--- config.mk ---
export PLATFORM = sky130hd
export DESIGN_NAME = alu_issue_ctrl
export DESIGN_NICKNAME = d
export VERILOG_FILES = /design/src/rtl/alu_issue_ctrl.sv
export SDC_FILE = /design/constraint.sdc
export NUM_CORES = 1
export LEC_CHECK = 0
export CORE_UTILIZATION = 44
export CTS_CLUSTER_SIZE = 40
export DETAILED_ROUTE_END_ITERATION = 8
export PLACE_DENSITY_LB_ADDON = 0.2
export REMOVE_ABC_BUFFERS = 1
export SYNTH_ARGS = -nofsm -noshare
export SYNTH_HDL_FRONTEND = slang
export SYNTH_SLANG_ARGS = --single-unit
--- constraint.sdc ---
create_clock -name clk -period 4.75 [get_ports clk]
set_input_delay 0.95 -clock clk [delete_from_list [all_inputs] [get_ports clk]]
set_output_delay 0.95 -clock clk [all_outputs]
set_load 0.01 [all_outputs]
--- src/rtl/alu_issue_ctrl.sv ---
`timescale 1ns/1ps
// -----------------------------------------------------------------------------
// alu_issue_ctrl
// Issue controller that sits between an instruction source and an external
// 8-bit combinational ALU. It takes one 16-bit instruction word and decodes it.
// It reads the operands from a 4x8 register file and drives the ALU for exactly
// one cycle. It then writes the result back and returns it to the consumer.
// Throughput is one instruction every three cycles.
//
// Ports
//   clk, rst              rising-edge clock, synchronous active-high reset
//   instr[15:0]           {op[15:13], rd[12:11], rs1[10:9], rs2[8:7],
//                          imm_sel[6], imm[5:0]}
//   instr_valid/ready     instruction handshake (ready depends only on state)
//   alu_en/op/src1/src2   registered drive to the ALU, active in EXEC only
//   alu_dst, alu_zero     ALU result and zero flag, valid in the same cycle
//   res_data/zero/valid   written-back result, held until res_ready
//   res_ready             consumer accepts the result
//   retired[CNT_W-1:0]    count of completed result handshakes (wraps)
// -----------------------------------------------------------------------------
module alu_issue_ctrl #(
   parameter int DATA_W = 8,
   parameter int CNT_W  = 16
) (
   input  logic              clk,
   input  logic              rst,
   input  logic [15:0]       instr,
   input  logic              instr_valid,
   output logic              instr_ready,
   output logic              alu_en,
   output logic [2:0]        alu_op,
   output logic [DATA_W-1:0] alu_src1,
   output logic [DATA_W-1:0] alu_src2,
   input  logic [DATA_W-1:0] alu_dst,
   input  logic              alu_zero,
   output logic [DATA_W-1:0] res_data,
   output logic              res_zero,
   output logic              res_valid,
   input  logic              res_ready,
   output logic [CNT_W-1:0]  retired
);

   typedef enum logic [1:0] {
      ST_IDLE = 2'd0,
      ST_EXEC = 2'd1,
      ST_RESP = 2'd2
   } state_e;

   state_e            state_q, state_d;
   logic [DATA_W-1:0] regs_q [4];
   logic [DATA_W-1:0] regs_d [4];
   logic [1:0]        rd_q, rd_d;
   logic              instr_ready_q, instr_ready_d;
   logic              alu_en_q, alu_en_d;
   logic [2:0]        alu_op_q, alu_op_d;
   logic [DATA_W-1:0] alu_src1_q, alu_src1_d;
   logic [DATA_W-1:0] alu_src2_q, alu_src2_d;
   logic [DATA_W-1:0] res_data_q, res_data_d;
   logic              res_zero_q, res_zero_d;
   logic              res_valid_q, res_valid_d;
   logic [CNT_W-1:0]  retired_q, retired_d;

   // Instruction field decode
   logic [2:0] dec_op_s;
   logic [1:0] dec_rd_s;
   logic [1:0] dec_rs1_s;
   logic [1:0] dec_rs2_s;
   logic       dec_imm_sel_s;
   logic [5:0] dec_imm_s;

   assign dec_op_s      = instr[15:13];
   assign dec_rd_s      = instr[12:11];
   assign dec_rs1_s     = instr[10:9];
   assign dec_rs2_s     = instr[8:7];
   assign dec_imm_sel_s = instr[6];
   assign dec_imm_s     = instr[5:0];

   // Next-state and datapath computation for the IDLE -> EXEC -> RESP loop
   always_comb begin
      state_d       = state_q;
      regs_d        = regs_q;
      rd_d          = rd_q;
      instr_ready_d = instr_ready_q;
      alu_en_d      = alu_en_q;
      alu_op_d      = alu_op_q;
      alu_src1_d    = alu_src1_q;
      alu_src2_d    = alu_src2_q;
      res_data_d    = res_data_q;
      res_zero_d    = res_zero_q;
      res_valid_d   = res_valid_q;
      retired_d     = retired_q;
      case (state_q)
         ST_IDLE: begin
            if (instr_valid && instr_ready_q) begin
               // The register file only changes at the end of EXEC. Sampling
               // the operands at the accept edge therefore gives the same
               // values as reading them in EXEC, and the ALU drive can come
               // straight from flops.
               state_d       = ST_EXEC;
               rd_d          = dec_rd_s;
               instr_ready_d = 1'b0;
               alu_en_d      = 1'b1;
               alu_op_d      = dec_op_s;
               alu_src1_d    = regs_q[dec_rs1_s];
               if (dec_imm_sel_s) begin
                  alu_src2_d = {{(DATA_W-6){1'b0}}, dec_imm_s};
               end else begin
                  alu_src2_d = regs_q[dec_rs2_s];
               end
            end else begin
               state_d = ST_IDLE;
            end
         end
         ST_EXEC: begin
            // The ALU result is combinational, so it is captured at the closing edge
            regs_d[rd_q] = alu_dst;
            res_data_d   = alu_dst;
            res_zero_d   = alu_zero;
            res_valid_d  = 1'b1;
            alu_en_d     = 1'b0;
            alu_op_d     = 3'd0;
            alu_src1_d   = {DATA_W{1'b0}};
            alu_src2_d   = {DATA_W{1'b0}};
            state_d      = ST_RESP;
         end
         ST_RESP: begin
            if (res_ready) begin
               res_valid_d   = 1'b0;
               retired_d     = retired_q + {{(CNT_W-1){1'b0}}, 1'b1};
               instr_ready_d = 1'b1;
               state_d       = ST_IDLE;
            end else begin
               state_d = ST_RESP;
            end
         end
         default: begin
            // Unreachable encoding: recover to an idle, result-free state
            state_d       = ST_IDLE;
            instr_ready_d = 1'b1;
            alu_en_d      = 1'b0;
            alu_op_d      = 3'd0;
            alu_src1_d    = {DATA_W{1'b0}};
            alu_src2_d    = {DATA_W{1'b0}};
            res_valid_d   = 1'b0;
         end
      endcase
   end

   // State, register file and output registers with synchronous reset
   always_ff @(posedge clk) begin
      if (rst) begin
         state_q       <= ST_IDLE;
         for (int i = 0; i < 4; i++) begin
            regs_q[i] <= {DATA_W{1'b0}};
         end
         rd_q          <= 2'd0;
         instr_ready_q <= 1'b1;
         alu_en_q      <= 1'b0;
         alu_op_q      <= 3'd0;
         alu_src1_q    <= {DATA_W{1'b0}};
         alu_src2_q    <= {DATA_W{1'b0}};
         res_data_q    <= {DATA_W{1'b0}};
         res_zero_q    <= 1'b0;
         res_valid_q   <= 1'b0;
         retired_q     <= {CNT_W{1'b0}};
      end else begin
         state_q       <= state_d;
         for (int i = 0; i < 4; i++) begin
            regs_q[i] <= regs_d[i];
         end
         rd_q          <= rd_d;
         instr_ready_q <= instr_ready_d;
         alu_en_q      <= alu_en_d;
         alu_op_q      <= alu_op_d;
         alu_src1_q    <= alu_src1_d;
         alu_src2_q    <= alu_src2_d;
         res_data_q    <= res_data_d;
         res_zero_q    <= res_zero_d;
         res_valid_q   <= res_valid_d;
         retired_q     <= retired_d;
      end
   end

   assign instr_ready = instr_ready_q;
   assign alu_en      = alu_en_q;
   assign alu_op      = alu_op_q;
   assign alu_src1    = alu_src1_q;
   assign alu_src2    = alu_src2_q;
   assign res_data    = res_data_q;
   assign res_zero    = res_zero_q;
   assign res_valid   = res_valid_q;
   assign retired     = retired_q;

endmodule

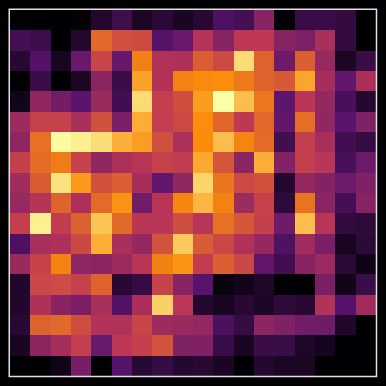
(run_1/metal_density.png)
Drawn at 4 px/um. 18 x 18 tiles, from black (low) to pale yellow (high), scaled to the fullest tile. Values are wire area over tile area, all layers added.
nearly empty tiles: 6.8%
tiles over half the peak: 35%
fullest tile: 0.38
emptiest ninth of the die: lower right
mean over tiles: 0.15

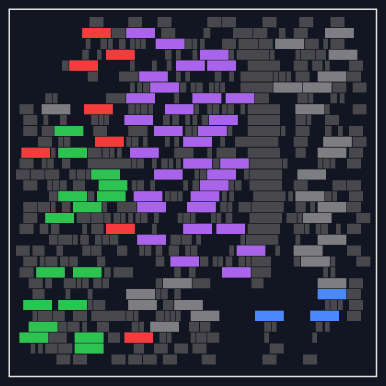
(run_1/flops_by_reg.png)
Drawn at 4 px/um. Other sequential cells in the stronger grey, the rest of the logic in the fainter grey.
| signal | colour | sequential cells |
|---|---|---|
| regs_q | purple | 32 |
| res_data | red | 8 |
| alu_op | blue | 3 |
| retired | green | 16 |
footprint of the flip-flops and latches: 1660 um2
sequential cell power: 0.000730 W
sequential share of cell area: 36.7%

==> flow_metrics.tcl, run 1 <==
# yosys + openroad results
set metrics [dict create \
    result_of_the_run "completed" \
    route.detailed.drc 0 \
    max_cap_check_violation_count 0 \
    mux_area_share_pct 12.2 \
    clock_latency_ps 340 \
    openroad.warnings 25 \
    synth-area-yosys_um2 3520 \
    ys_top_logic_family "simple AND/OR/NAND/NOR gates" \
    antenna_found_initial 0 \
    chip_area_um2 8360 \
    synth.distinct_cells 36 \
    power.ir.vdd_worst_mv 0.194 \
    finalMaxSlewViolations 0 \
    post-route-util_pct 58.5 \
    busiest_layer "met2" \
    route.detailed.vias_per_inst 5.19 \
    globalRouteMet1Util_pct 26.6 \
    gp_congestion 0.787 \
    cts_setup_buffers 0 \
    dp_cells 549 \
    avgRoutedWirePerCell_um 13.8 \
    grtUsageMet3_pct 3.52 \
    drtAntennaViolNets 0 \
    cp.buffers_inverters 1 \
    finalSetupViolCount 0 \
    lay_top_cells "110 x sky130_fd_sc_hd__nand2_1, 83 x sky130_fd_sc_hd__dfxtp_1, 74 x sky130_fd_sc_hd__clkdlybuf4s50_1, 59 x sky130_fd_sc_hd__a21oi_1, 27 x sky130_fd_sc_hd__nor2_1" \
    static-leakage-power_nw 1.53 \
    holdCritStartpoint "alu_op[0]" \
    path_depth 5 \
    timing.critical_path.arrival_ps 2730 \
    rsz0062_at_grt "no" \
    synth_compound_gate_area_share_pct 11.4 \
    adder_share_pct 0.355 \
    layout.cells.non_filler 565 \
    design.portCount 76 \
    drt_first_pass_iters 4 \
    synth.most_common_cell "sky130_fd_sc_hd__nand2_1" \
    yosysTopAreaCellShare_pct 47.2 \
    grt_overflow 0 \
    fp.coreArea_um2 7730 \
    die_y_um 91.4 \
    cp_slowest_stage_delay_ps 560 \
    crit_path_start_kind "input pin" \
    power_per_cell_area_nw_per_um2 322 \
    diodes 0 \
    timing_worst_setup_path_type "input pin to flip-flop" \
    detailroute.via_count 2931 \
    netlist_area_um2 3520 \
    postSynthRegisterBits 83 \
    area_growth_syn_to_layout_pct 28.5 \
    use_met2_pct 30.5 \
    maximum_number_of_pins_on_one_net_before_global_route_repair 63 \
    yosysWarningCount 0 \
    crit-reg2reg-capture "regs_q[22]" \
    cts_sinks 83 \
    fp_util_pct 45.5 \
    clock_tree.root_cell "sky130_fd_sc_hd__clkbuf_8" \
    dpl.hpwl_um 5510 \
    layout_worst_path_cycle_share_pct 51.6 \
    critPathSlowestCell "sky130_fd_sc_hd__clkdlybuf4s50_1" \
    clock_tree_from_tritoncts "built" \
    synthesis.area_per_instance_um2 8.84 \
    die_width_um 91.4 \
    min_to "alu_op[0]" \
    cts_max_path_buffers 2 \
    drt_iter0_drc 147 \
    min_path_cells 2 \
    rr_startpoint "state_q[0]" \
    setup.reg_to_reg.worst_slack_ps 2570 \
    ys_seq_share_pct 47.2 \
    layout_top_cell_excl_fill_tap "sky130_fd_sc_hd__nand2_1" \
    ff2ff_path_depth 4 \
    cts_resized 0 \
    port-buffer-count 75 \
    yosys.area_share.xor_xnor_pct 2.74 \
    synth-edff-count 0 \
    worstSetupEndpointType "flip-flop" \
    timing.critical_path.max_delay_family "simple AND/OR/NAND/NOR gates" \
    hp-class "flip-flop to flip-flop" \
    synth_top_cell_by_area "sky130_fd_sc_hd__dfxtp_1" \
    n_fill_cell 700 \
    setup_tns_ps 0 \
    crit_fanout 8 \
    timing.final.hold_violations 0 \
    tightest_slew_ps 900 \
    crit_chain "clkdlybuf4s50_1, nand4b_4, or4_1, or3_1, a21oi_1" \
    grt_pass1_vias 2684 \
    setup.worst_path.start "res_ready" \
    global_route_wire_length_before_repair_um 13000 \
    proportion_of_synthesized_flip_flops_having_asynchronous_set_or_reset_pct 0 \
    synth_stat.cells 398 \
    drive_above_1_share_pct 8.21 \
    synthTopCellsByCount "110 x sky130_fd_sc_hd__nand2_1, 83 x sky130_fd_sc_hd__dfxtp_1, 59 x sky130_fd_sc_hd__a21oi_1" \
    synth-simple-area-share_pct 22.9 \
    finalWorstPathRequiredPeriod_ps 2450 \
    synthesis.instances 398 \
    clkTransAtPathRegs_ps 80 \
    required_arrival_time_at_the_worst_endpoint_ps 5030 \
    mi_logic_area_um2 1740 \
    topCellsByArea "sky130_fd_sc_hd__dfxtp_1 47%, sky130_fd_sc_hd__nand2_1 12%, sky130_fd_sc_hd__mux4_2 10%, sky130_fd_sc_hd__a21oi_1 8.4%, sky130_fd_sc_hd__nor2_1 2.9%" \
    htreeDepth 3 \
    cts-hold-fix-buffers 0 \
    critical_path_sink "retired[14]" \
]
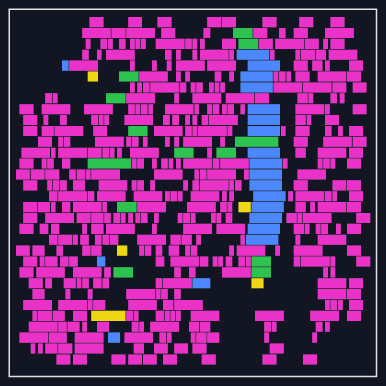
(run_1/sizes.png)
Drawn at 4 px/um.
| size | colour | cells | most used |
|---|---|---|---|
| _6 and larger | green | 13 | clkbuf_8 |
| _3 and _4 cells | yellow | 5 | clkinv_4 |
| _2 cells | blue | 20 | mux4_2 |
| _0 and _1 cells | magenta | 425 | nand2_1 |

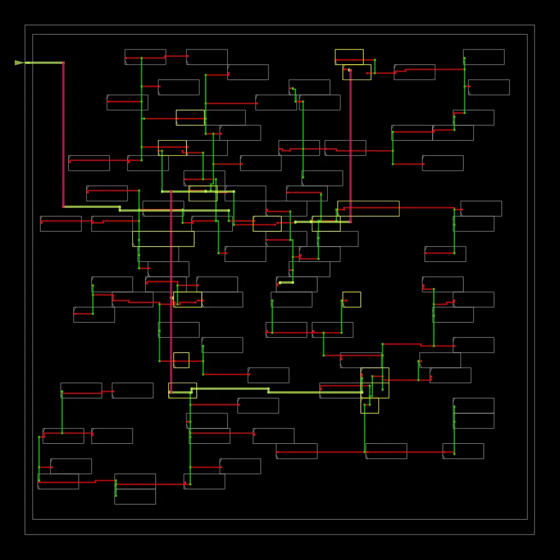
(run_1/clocks.png)
flip-flops: 83
Setup Skew: 6.62 ps
Power Clock: 0.000583 W
Inserted Clock Buffers: 9

run 1: cells by family (layout without fill, tap and decap cells):
logic type	Yosys count	in the layout
AOI/OAI and AO/OA	75	75
buffers and inverters	27	92
xor gates and xnor gates	11	11
adders and majority gates	1	1
DFF	83	83
muxes	23	23
and+or+nand+nor	178	178
run 1: where the power goes:
part	internal [W]	switching, W
Clock	0.000327	0.000256
Combinational	0.0000701	0.0000721
Sequential	0.000715	0.0000149
Total	0.00111	0.000343
run 1: flip-flops by register name, summed over array words and instances (netlist names):
signal       flops
instr_ready      1
retired         16
res_zero         1
alu_src2         8
alu_en           1
alu_src1         8
alu_op           3
res_valid        1
state_q          2
rd_q             2
regs_q          32
res_data         8
run 1: layout make-up:
cell class	instances	area share [%]
well taps	102	2.82
clock buffers	11	3.35
repair buffers	76	16.7
clock inverters	5	1.88
flip-flops and latches	83	36.7
multi-input cells	288	38.6
run 1: worst register-to-register path, stage by stage, from the launching register on:
cell                       delay, ps
sky130_fd_sc_hd__dfxtp_1         540
sky130_fd_sc_hd__nand2b_1        430
sky130_fd_sc_hd__nor3b_1         850
sky130_fd_sc_hd__nand2_1         110
sky130_fd_sc_hd__a21oi_1         170
run 1: metal layers:
layer,up-vias,share of wire (%)
met4,0,1.3
met5,-,0
met1,1365,48
met3,9,5.2
li1,1489,-
met2,68,45
run 1: per-stage QoR:
| stage | area, um2 | hold WS [ps] | setup slack [ps] | total power (W) |
|---|---|---|---|---|
| after global placement | 4290 | 441 | 1990 | 0.000888 |
| final | 4520 | 456 | 2300 | 0.00145 |
| after global routing | 4520 | 478 | 2250 | 0.00152 |
| after floorplan | 3410 | 437 | 2620 | 0.000805 |
| after CTS | 4520 | 458 | 2300 | 0.00147 |
| after detailed placement | 4290 | 447 | 1940 | 0.000890 |
==> run_1/layer_met3.png <==
Drawn at 4 px/um.
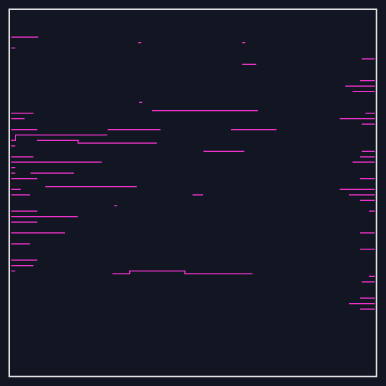

## Run 2: what changed since run 1
- clock period: 4.75 -> 2.4 ns (I/O delays scaled with it)
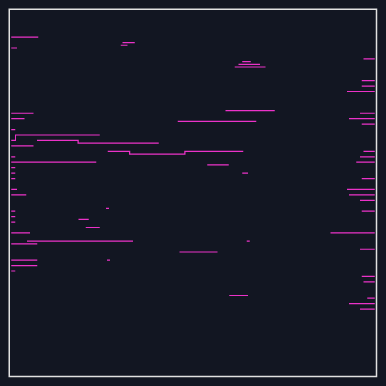
(run_2/layer_met3.png)
Drawn at 4 px/um.
main direction: horizontal
nets with wire on the layer: 57
wire length on this layer: 357 um
met3 GRT Util: 3.35%
Via Count: 2,972
aggregate routed wire length: 8060 um

==> run 2 against run 1 <==
Compared with the run above: setup slack worse by 1800 ps; die size stayed put; clock power rose by 110%; register-to-register slack worse by 2000 ps; cell count up 1.8%; combinational power up 110%; synthesized area did not move; first-iteration DRC count fell by 2.0%; largest power group unchanged.
==> flow_metrics.tcl, run 2 <==
# yosys + openroad results
set metrics [dict create \
    postSynthRegisterBits 83 \
    grt_overflow 0 \
    die_y_um 91.4 \
    setup_tns_ps 0 \
    pre_cts_ws_ps 144 \
    layout_setup_ws_ps 510 \
    static-leakage-power_nw 1.58 \
    diodes 0 \
    crit_path_start_kind "input pin" \
    finalSetupViolCount 0 \
    lay_top_cells "110 x sky130_fd_sc_hd__nand2_1, 83 x sky130_fd_sc_hd__dfxtp_1, 74 x sky130_fd_sc_hd__clkdlybuf4s50_1, 59 x sky130_fd_sc_hd__a21oi_1, 27 x sky130_fd_sc_hd__nor2_1" \
    hold-worst-slack_ps 456 \
    achievable-frequency_mhz 529 \
    hp-class "flip-flop to flip-flop" \
    drtAntennaViolNets 0 \
    wl_met2_um 3770 \
    clock_tree.root_cell "sky130_fd_sc_hd__clkbuf_8" \
    route.detailed.drc 0 \
    ys_seq_share_pct 47.2 \
    fp_util_pct 45.5 \
    grt_pass1_vias 2671 \
    timing.critical_path.arrival_ps 2170 \
    result_of_the_run "completed" \
    finalMaxSlewViolations 0 \
    cts_sinks 83 \
    cts-hold-fix-buffers 0 \
    largest_register_ffs 32 \
    proportion_of_synthesized_flip_flops_having_asynchronous_set_or_reset_pct 0 \
    cts_setup_buffers 0 \
    synth_stat.cells 398 \
    register_ranked_first_by_flip_flop_count "regs_q" \
    power_per_cell_area_nw_per_um2 640 \
    synth.distinct_cells 36 \
    netlist_area_um2 3520 \
    cts_resized 0 \
    fp.coreArea_um2 7730 \
    required_arrival_time_at_the_worst_endpoint_ps 2680 \
    rsz0062_at_grt "no" \
    route.top_layer_used "met4" \
    cts-buffers-inserted 9 \
    worst_slew_margin_rel_pct 58.7 \
    dp_cells 559 \
    max_cap_check_violation_count 0 \
    drive_above_1_share_pct 9.94 \
    clock_latency_ps 350 \
    route.detailed.vias_per_inst 5.17 \
    synth-edff-count 0 \
    clock_tree_from_tritoncts "built" \
    layout_top_cell_excl_fill_tap "sky130_fd_sc_hd__nand2_1" \
    synthesis.area_per_instance_um2 8.84 \
    crit_fanout 4 \
    htreeDepth 3 \
    area_growth_syn_to_layout_pct 30.8 \
    worstSetupEndpointType "flip-flop" \
    drt_met1_wl_um 3870 \
    die_width_um 91.4 \
    avgRoutedWirePerCell_um 14.0 \
    clkTransAtPathRegs_ps 80 \
    std_cell_rows 32 \
    synthesis.instances 398 \
    yosysWarningCount 0 \
    synth_top_cell_by_area "sky130_fd_sc_hd__dfxtp_1" \
    power_w 0.00295 \
    drt_first_pass_iters 4 \
    cts_max_path_buffers 2 \
    antenna_found_initial 0 \
    dpl.hpwl_um 5660 \
    placed_area_um2 4360 \
    layout.cells.non_filler 575 \
    ff_type "sky130_fd_sc_hd__dfxtp_1" \
    gp_congestion 0.779 \
    global_route_wire_length_before_repair_um 13300 \
    topCellsByArea "sky130_fd_sc_hd__dfxtp_1 47%, sky130_fd_sc_hd__nand2_1 12%, sky130_fd_sc_hd__mux4_2 10%, sky130_fd_sc_hd__a21oi_1 8.4%, sky130_fd_sc_hd__nor2_1 2.9%" \
    finClkSkew_ps 12.4 \
    power.ir.vdd_worst_mv 0.338 \
    layout_worst_path_cycle_share_pct 78.8 \
    post-route-util_pct 59.6 \
    finalWorstPathRequiredPeriod_ps 1890 \
    timing_worst_setup_path_type "input pin to flip-flop" \
    synth-area-yosys_um2 3520 \
    yosysTopAreaCellShare_pct 47.2 \
    tightest_slew_ps 620 \
    chip_area_um2 8360 \
    openroad.warnings 25 \
    synthTopCellsByCount "110 x sky130_fd_sc_hd__nand2_1, 83 x sky130_fd_sc_hd__dfxtp_1, 59 x sky130_fd_sc_hd__a21oi_1" \
    synth.most_common_cell "sky130_fd_sc_hd__nand2_1" \
    timing.final.hold_violations 0 \
    final_nets 498 \
    drt_iter0_drc 144 \
    maximum_number_of_pins_on_one_net_before_global_route_repair 63 \
    fin_area_um2 4600 \
    wl_met3_um 357 \
    design.portCount 76 \
    port-buffer-count 75 \
    gr-usage-all-layers_pct 20.0 \
]
## run 2: kinds of logic (layout without fill, tap and decap cells)
group | Yosys count | after routing | synth area share [%]
AND/OR/NAND/NOR | 178 | 178 | 22.9
XOR/XNOR | 11 | 11 | 2.74
multiplexers | 23 | 23 | 12.2
adder cells (fa/ha/maj) | 1 | 1 | 0.355
AND-OR/OR-AND | 75 | 75 | 11.4
buffers and inverters | 27 | 102 | 3.24
flip-flops | 83 | 83 | 47.2
## run 2: where the power goes
group          leakage [nW]  internal [W]  switching [W]  total [W]
Clock                 0.123      0.000717       0.000492    0.00121
Combinational         0.786      0.000149       0.000145   0.000294
Sequential            0.672       0.00141      0.0000300    0.00144
## run 2: worst paths after layout
check | start | end | slack (ps) | depth (start not counted)
max | res_ready | retired[14] | 510 | 5
max reg2reg | retired[1] | retired[14] | 580 | 5
min | alu_op[2] | alu_op[2] | 460 | 2
min reg2reg | alu_op[2] | alu_op[2] | 460 | 2
## run 2: cell type report
cell class                 count  area, um2
fill                         694       3120
sequential                    83       1660
tap                          102        128
clock buffer                  11        141
timing repair buffer          86        828
clock inverter                 5        100
multi-input combinational    288       1740
## run 2: routing by layer
metal  up-vias  track usage (%)
li1       1511                -
met1      1374             27.8
met2        80             31.5
met3         7             3.35
met4         0             6.75
met5         -                0
## run 2: worst max-delay path: stages
cell and delay, ps:
sky130_fd_sc_hd__clkdlybuf4s50_1 560, sky130_fd_sc_hd__nand4b_4 120, sky130_fd_sc_hd__or4_1 520, sky130_fd_sc_hd__or3_1 350
sky130_fd_sc_hd__a21oi_1 130
No activity file was given, so power comes from the tool's default toggle rates.
